### src/rtl/i2c_pkg.sv
// Shared definitions for the I2C target: state encoding and default address.
package i2c_pkg;

  localparam logic [6:0] I2C_ADDR_DEFAULT = 7'h21;

  typedef enum logic [2:0] {
    ST_IDLE      = 3'd0,
    ST_ADDR      = 3'd1,
    ST_ADDR_ACK  = 3'd2,
    ST_WRITE     = 3'd3,
    ST_WRITE_ACK = 3'd4,
    ST_READ      = 3'd5,
    ST_READ_ACK  = 3'd6,
    ST_IGNORE    = 3'd7
  } i2c_state_t;

endpackage

### src/rtl/i2c_sync.sv
// Two-flop synchroniser plus one-flop edge detector for one raw I2C line.
// Flops reset to 1 so a freshly reset block sees an idle bus.
module i2c_sync (
  input  logic clk,
  input  logic reset,
  input  logic din,
  output logic dout,
  output logic rise,
  output logic fall
);

  logic meta_q, sync_q, prev_q;

  // Synchronise the raw line and keep one cycle of history for edges.
  always_ff @(posedge clk or posedge reset) begin
    if (reset) begin
      meta_q <= 1'b1;
      sync_q <= 1'b1;
      prev_q <= 1'b1;
    end else begin
      meta_q <= din;
      sync_q <= meta_q;
      prev_q <= sync_q;
    end
  end

  assign dout = sync_q;
  assign rise = sync_q & ~prev_q;
  assign fall = ~sync_q & prev_q;

endmodule

### src/rtl/i2c_slave.sv
// I2C target: answers to ADDR, receives write bytes, returns tx_data on reads.
// Strobes: rx_valid is a one-clk pulse whenever rx_data takes a new byte;
// tx_req is a one-clk pulse whenever tx_data is latched for transmission.
// Neither has a ready; the user must accept/provide data on the pulse.
module i2c_slave
  import i2c_pkg::*;
#(
  parameter logic [6:0] ADDR = I2C_ADDR_DEFAULT
) (
  input  logic       clk,
  input  logic       reset,
  input  logic       scl,
  input  logic       sda_in,
  output logic       sda_oe,
  output logic [7:0] rx_data,
  output logic       rx_valid,
  input  logic [7:0] tx_data,
  output logic       tx_req,
  output logic       busy,
  output logic [2:0] state_dbg
);

  logic scl_s, scl_rise, scl_fall;
  logic sda_s, sda_rise, sda_fall;
  logic start_det, stop_det;

  i2c_sync u_sync_scl (
    .clk(clk), .reset(reset), .din(scl),
    .dout(scl_s), .rise(scl_rise), .fall(scl_fall)
  );

  i2c_sync u_sync_sda (
    .clk(clk), .reset(reset), .din(sda_in),
    .dout(sda_s), .rise(sda_rise), .fall(sda_fall)
  );

  assign start_det = sda_fall & scl_s;
  assign stop_det  = sda_rise & scl_s;

  i2c_state_t state_q, state_d;
  logic [2:0] cnt_q, cnt_d;          // bits sampled in the current byte
  logic       done_q, done_d;        // byte complete / ack phase pending
  logic [7:0] shift_q, shift_d;      // receive shifter (address or data)
  logic [7:0] tx_shift_q, tx_shift_d;
  logic       oe_q, oe_d;
  logic [7:0] rx_data_q, rx_data_d;
  logic       rx_valid_q, rx_valid_d;
  logic       tx_req_q, tx_req_d;
  logic       busy_q, busy_d;

  // State register and datapath flops; reset releases SDA immediately.
  always_ff @(posedge clk or posedge reset) begin
    if (reset) begin
      state_q    <= ST_IDLE;
      cnt_q      <= 3'd0;
      done_q     <= 1'b0;
      shift_q    <= 8'h00;
      tx_shift_q <= 8'h00;
      oe_q       <= 1'b0;
      rx_data_q  <= 8'h00;
      rx_valid_q <= 1'b0;
      tx_req_q   <= 1'b0;
      busy_q     <= 1'b0;
    end else begin
      state_q    <= state_d;
      cnt_q      <= cnt_d;
      done_q     <= done_d;
      shift_q    <= shift_d;
      tx_shift_q <= tx_shift_d;
      oe_q       <= oe_d;
      rx_data_q  <= rx_data_d;
      rx_valid_q <= rx_valid_d;
      tx_req_q   <= tx_req_d;
      busy_q     <= busy_d;
    end
  end

  // Next-state logic; bus conditions override everything, STOP beats START.
  always_comb begin
    state_d    = state_q;
    cnt_d      = cnt_q;
    done_d     = done_q;
    shift_d    = shift_q;
    tx_shift_d = tx_shift_q;
    oe_d       = oe_q;
    rx_data_d  = rx_data_q;
    rx_valid_d = 1'b0;
    tx_req_d   = 1'b0;
    busy_d     = busy_q;
    if (stop_det) begin
      state_d = ST_IDLE;
      cnt_d   = 3'd0;
      done_d  = 1'b0;
      oe_d    = 1'b0;
      busy_d  = 1'b0;
    end else if (start_det) begin
      state_d = ST_ADDR;
      cnt_d   = 3'd0;
      done_d  = 1'b0;
      oe_d    = 1'b0;
      busy_d  = 1'b0;
    end else begin
      case (state_q)
        ST_ADDR: begin
          if (scl_rise) begin
            shift_d = {shift_q[6:0], sda_s};
            cnt_d   = cnt_q + 3'd1;
            if (cnt_q == 3'd7) done_d = 1'b1;
          end else if (scl_fall && done_q) begin
            done_d = 1'b0;
            if (shift_q[7:1] == ADDR) begin
              state_d = ST_ADDR_ACK;
              oe_d    = 1'b1;
              busy_d  = 1'b1;
            end else begin
              state_d = ST_IGNORE;
              oe_d    = 1'b0;
            end
          end
        end
        ST_ADDR_ACK: begin
          if (scl_fall) begin
            cnt_d  = 3'd0;
            done_d = 1'b0;
            if (shift_q[0]) begin
              tx_shift_d = tx_data;
              tx_req_d   = 1'b1;
              oe_d       = ~tx_data[7];
              state_d    = ST_READ;
            end else begin
              oe_d    = 1'b0;
              state_d = ST_WRITE;
            end
          end
        end
        ST_WRITE: begin
          if (scl_rise) begin
            shift_d = {shift_q[6:0], sda_s};
            cnt_d   = cnt_q + 3'd1;
            if (cnt_q == 3'd7) begin
              rx_data_d  = {shift_q[6:0], sda_s};
              rx_valid_d = 1'b1;
              done_d     = 1'b0;
              state_d    = ST_WRITE_ACK;
            end
          end
        end
        ST_WRITE_ACK: begin
          // First falling edge drives the ACK, the second one ends it.
          if (scl_fall) begin
            if (!done_q) begin
              oe_d   = 1'b1;
              done_d = 1'b1;
            end else begin
              oe_d    = 1'b0;
              done_d  = 1'b0;
              cnt_d   = 3'd0;
              state_d = ST_WRITE;
            end
          end
        end
        ST_READ: begin
          if (scl_rise) begin
            cnt_d = cnt_q + 3'd1;
            if (cnt_q == 3'd7) done_d = 1'b1;
          end else if (scl_fall) begin
            if (done_q) begin
              oe_d    = 1'b0;
              done_d  = 1'b0;
              state_d = ST_READ_ACK;
            end else begin
              oe_d       = ~tx_shift_q[6];
              tx_shift_d = {tx_shift_q[6:0], 1'b0};
            end
          end
        end
        ST_READ_ACK: begin
          if (scl_rise) begin
            if (!sda_s) begin
              tx_shift_d = tx_data;
              tx_req_d   = 1'b1;
              done_d     = 1'b1;
            end else begin
              state_d = ST_IGNORE;
            end
          end else if (scl_fall && done_q) begin
            oe_d    = ~tx_shift_q[7];
            done_d  = 1'b0;
            cnt_d   = 3'd0;
            state_d = ST_READ;
          end
        end
        default: begin
          // IDLE and IGNORE wait for a bus condition with SDA released.
        end
      endcase
    end
  end

  assign sda_oe    = oe_q;
  assign rx_data   = rx_data_q;
  assign rx_valid  = rx_valid_q;
  assign tx_req    = tx_req_q;
  assign busy      = busy_q;
  assign state_dbg = state_q;

endmodule

### config.mk
export PLATFORM = sky130hd
export DESIGN_NAME = i2c_slave
export DESIGN_NICKNAME = d
export VERILOG_FILES = /design/src/rtl/i2c_pkg.sv /design/src/rtl/i2c_sync.sv /design/src/rtl/i2c_slave.sv
export SDC_FILE = /design/constraint.sdc
export NUM_CORES = 1
export LEC_CHECK = 0
export CORE_MARGIN = 2
export CORE_UTILIZATION = 55
export CTS_CLUSTER_SIZE = 10
export DETAILED_ROUTE_END_ITERATION = 10
export MAX_ROUTING_LAYER = met4
export PLACE_DENSITY = 0.77
export SETUP_SLACK_MARGIN = 0.05
export SLEW_MARGIN = 20
export SYNTH_ARGS = -nofsm -noshare
export SYNTH_HDL_FRONTEND = slang
export SYNTH_SLANG_ARGS = --single-unit
### constraint.sdc
create_clock -name clk -period 5.38 [get_ports clk]
set_clock_uncertainty 0.15 [all_clocks]
set_input_delay 0.538 -clock clk [delete_from_list [all_inputs] [get_ports clk]]
set_output_delay 0.538 -clock clk [all_outputs]
set_load 0.02 [all_outputs]
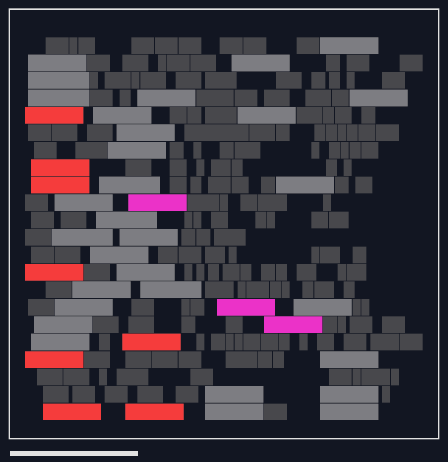
Run 1: where the registers sit
Scale bar: 20 µm.
| colour | name in the netlist | placed flops |
|---|---|---|
| magenta | `state_dbg` | 3 |
| red | `rx_data` | 8 |
not coloured: 30

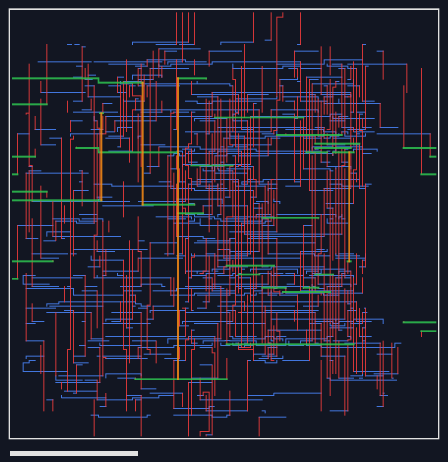
Run 1: wiring by layer
Scale bar: 20 µm.
| colour | layer | wire length |
|---|---|---|
| orange | metal 4 | 96.6 µm |
| red | metal 2 | 2,340 µm |
| green | metal 3 | 223 µm |
| blue | metal 1 | 2,040 µm |
Total Routing Usage GR: 25.1%
vias: 1,602
DR WL/cell: 17.7 µm
Routed WL: 4700 µm

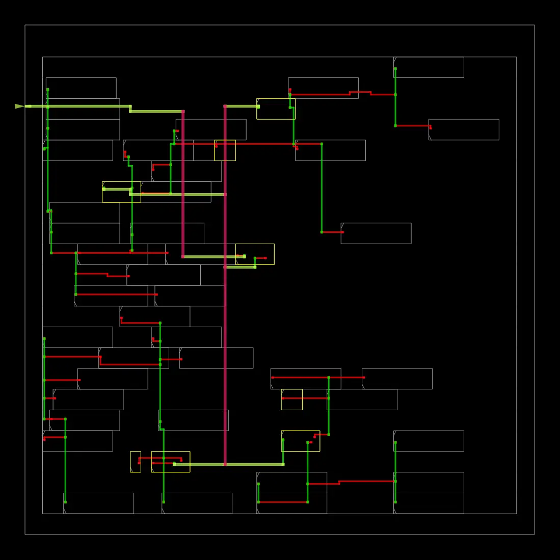
Run 1: clock wiring as the flow saved it
total CTS buffers: 5
clk latency late pin: 290 ps
clock-net power: 196 µW
flip-flops: 41
CTS Sinks: 41

==> flow_metrics.py, run 1 <==
# Flow results
metrics = {
    "route": {
        "detail-route-antenna-nets": 0,
        "highest_layer": "met4",
        "dr_wl_met2_um": 2340,
        "met3_length_um": 223,
        "viasPerCell": 6.02,
        "first_iter_violations": 177,
    },
    "layout": {
        "drive_gt1_share_pct": 24.8,
        "fin_util_pct": 67.7,
        "clk_share_pct": 3.48,
        "dominant_cells": "registers",
        "buf_share_pct": 10.6,
        "inverters_excl_clock": 9,
        "syn_to_final_growth_pct": 16.1,
        "n_clock_buffer": 6,
        "seq_area_um2": 1030,
        "fill_cells": 296,
        "comb_cells": 133,
        "comb_share_pct": 41.0,
        "stdcell_area_um2": 2510,
        "num-nets-final": 231,
        "n_all_buffers": 27,
        "seq_share_pct": 41.1,
    },
    "pwr": {
        "ir_drop_mv": 0.272,
        "pwr-share-clk_pct": 17.0,
        "switching_share_pct": 39.7,
        "p_int_uw": 693,
        "comb_power_share_pct": 38.5,
        "leakage_nw": 1.09,
        "pwr_density_cell_nw_per_um2": 457,
        "pg_comb_uw": 443,
    },
    "synthesis": {
        "muxShareOfSynthArea_pct": 17.4,
        "synth_top_area_share_pct": 40.4,
        "edf_count": 0,
        "synthXorXnorAreaFrac_pct": 0.404,
        "floorplan.nets": 209,
        "ys_seq_share_pct": 47.7,
        "avgSynthCellArea_um2": 11.1,
        "ys_sh_simple_pct": 14.7,
        "fa_ha_area_share_pct": 1.16,
        "ys_warn_count": 0,
        "topCombFamilyByArea": "multiplexers",
        "top_cell": "dfrtp_1",
        "ys_chip_area_um2": 2170,
        "synthCells": 195,
        "common_cells": "dfrtp_1 (35), mux2_2 (29), nor2_1 (13)",
        "yosys.area.top_type": "dfrtp_1",
        "ff_type": "dfrtp_1",
    },
    "critical_path": {
        "r2r_end": "tx_shift_q[5]",
        "required_ps": 5410,
        "worst_r2r_path_depth": 5,
        "critPathLaunch": "u_sync_scl.dout",
        "critPathArrivalTime_ps": 2970,
        "critical_path.cell_chain": "nor2b_1 > a22o_2 > a32oi_2 > a2111oi_4 > mux2_2",
        "start_kind": "register",
        "r2r_slack_ps": 2440,
        "crit_path_top_delay_cell": "nor2b_1",
        "reg2reg_from": "u_sync_scl.dout",
        "cp_num_cells": 5,
        "worst-setup-path-type": "register to register",
        "path_max_fanout": 12,
    },
    "final_timing": {
        "fmax_mhz": 340,
        "whs_ps": 206,
        "worstMarginPinSlew_ps": 872,
        "final.setup.worst_slack_ps": 2440,
        "fin_setup_tns_ps": 0,
    },
    "grt": {
        "met3_usage_pct": 5.74,
        "grtUsageMet1_pct": 32.4,
        "antenna_found_initial": 0,
        "grtUsageMet2_pct": 38.0,
        "grt.overflow.total": 0,
        "busiest_layer": "met2",
        "grt_start_max_net_pins": 42,
        "grt_pass1_vias": 1595,
    },
    "clocking": {
        "cts_buffer_depth": 2,
        "cts.repair.resized": 0,
        "htree_num_levels": 2,
        "clockRootBuffer": "clkbuf_8",
        "post-cts-setup-buffers": 0,
        "cts_tree": "built",
        "cts_hold_buf": 0,
        "clk_pin_slew_ps": 80,
    },
    "place": {
        "routabilityCongestion": 0.875,
        "preCtsSetupSlack_ps": 2470,
        "io_buffers": 26,
        "dpl.hpwl_um": 3300,
        "placedInstanceArea_um2": 2430,
    },
    "floorplan": {
        "die_area_um2": 4460,
        "fp_util_pct": 58.3,
        "die-width_um": 66.8,
        "row_count": 22,
        "die_h_um": 66.8,
        "coreArea_um2": 3720,
        "io_pins": 27,
    },
    "worst_hold_path": {
        "holdPathStages": 0,
        "hold_start": "u_sync_scl.meta_q",
        "holdPathEnd": "u_sync_scl.dout",
    },
    "flow_run": {
        "maxCapViolations": 0,
        "log.warning_count": 26,
    },
    "status": {
        "outcome": "complete, no violations",
    },
}
==> inputs of run 2 (changes only) <==
Clock period 5.38 ns to 2.8 ns, I/O delays scaled along.
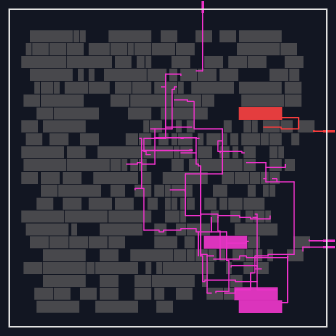
Run 2: port wiring
| colour | port | bits | direction | edge | end cells | buffers | wire |
|---|---|---|---|---|---|---|---|
| magenta | `state_dbg` | 3 | output | 2 right, 1 top | 3 | 5 | 436 µm |
| red | `sda_oe` | 1 | output | right | 1 | 1 | 16.1 µm |
I/O pins: 27
Port-buffer cells: 26

==> flow_metrics.py, run 2 <==
# Flow results
metrics = {
    "pwr": {
        "power.clock.total_uw": 466,
        "ir_drop_mv": 0.453,
        "pwr_density_cell_nw_per_um2": 907,
        "p_int_mw": 1.46,
        "leakage_nw": 1.14,
        "pg_comb_uw": 947,
        "switching_share_pct": 37.5,
        "pwr-share-clk_pct": 19.9,
    },
    "clocking": {
        "cts_buffers": 5,
        "post-cts-setup-buffers": 0,
        "clk-insertion-delay-late_ps": 290,
        "cts.repair.resized": 0,
        "htree_num_levels": 2,
        "cts_hold_buf": 0,
        "cts_buffer_depth": 2,
        "clk_pin_slew_ps": 80,
        "clockRootBuffer": "clkbuf_8",
    },
    "synthesis": {
        "ff_type": "dfrtp_1",
        "topCombFamilyByArea": "multiplexers",
        "common_cells": "dfrtp_1 (35), mux2_2 (29), nor2_1 (13)",
        "avgSynthCellArea_um2": 11.1,
        "fa_ha_area_share_pct": 1.16,
        "ys_chip_area_um2": 2170,
        "synthCells": 195,
        "synthXorXnorAreaFrac_pct": 0.404,
        "floorplan.nets": 209,
        "ys_seq_share_pct": 47.7,
        "synth_top_area_share_pct": 40.4,
        "ys_warn_count": 0,
        "muxShareOfSynthArea_pct": 17.4,
        "top_cell": "dfrtp_1",
        "yosys.area.top_type": "dfrtp_1",
    },
    "critical_path": {
        "cp_num_cells": 5,
        "reg2reg_from": "u_sync_scl.dout",
        "worst_r2r_path_depth": 5,
        "worst-setup-path-type": "register to register",
        "required_ps": 2830,
        "r2r_end": "tx_shift_q[4]",
        "start_kind": "register",
        "critPathArrivalTime_ps": 2540,
        "crit_path_top_delay_cell": "dfstp_2",
        "critPathLaunch": "u_sync_scl.dout",
        "critical_path.cell_chain": "nor2b_1 > a22o_2 > a32oi_2 > a2111oi_4 > mux2_2",
        "path_max_fanout": 12,
        "r2r_slack_ps": 290,
    },
    "route": {
        "wl_per_cell_um": 17.0,
        "viasPerCell": 5.94,
        "met3_length_um": 208,
        "vias": 1616,
    },
    "floorplan": {
        "row_count": 22,
        "coreArea_um2": 3720,
        "die_h_um": 66.8,
        "fp_util_pct": 58.3,
        "die_area_um2": 4460,
        "die-width_um": 66.8,
    },
    "layout": {
        "dominant_cells": "registers",
        "n_clock_buffer": 6,
        "comb_share_pct": 40.0,
        "comb_cells": 133,
        "buf_share_pct": 12.1,
        "seq_cell_count": 41,
        "num-nets-final": 237,
        "stdcell_area_um2": 2580,
    },
    "grt": {
        "met3_usage_pct": 4.05,
        "grt_pass1_vias": 1575,
        "busiest_layer": "met2",
        "grtUsageMet2_pct": 38.4,
        "grtUsageMet1_pct": 31.7,
        "grt_start_max_net_pins": 42,
        "grtUsageTotal_pct": 23.9,
    },
    "place": {
        "preCtsSetupSlack_ps": 215,
        "placedInstanceArea_um2": 2470,
        "dpl.hpwl_um": 3350,
    },
    "status": {
        "outcome": "complete, no violations",
    },
    "final_timing": {
        "whs_ps": 207,
        "fmax_mhz": 399,
        "fin_setup_tns_ps": 0,
    },
    "flow_run": {
        "log.warning_count": 26,
        "maxCapViolations": 0,
    },
    "worst_hold_path": {
        "hold_start": "u_sync_sda.meta_q",
        "holdPathStages": 0,
    },
}
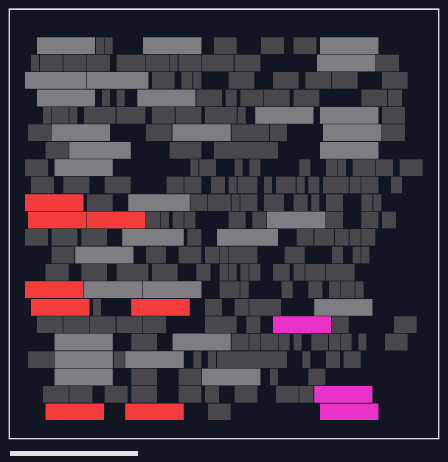
Run 2: where the registers sit
Scale bar: 20 µm.
| colour | name in the netlist | placed flops |
|---|---|---|
| magenta | `state_dbg` | 3 |
| red | `rx_data` | 8 |
Flop area: 1030 µm²
Seq group: 928 µW
fraction of area in registers: 40.1%
Core Util, Final: 69.4%

No activity file was given, so power comes from the tool's default toggle rates.
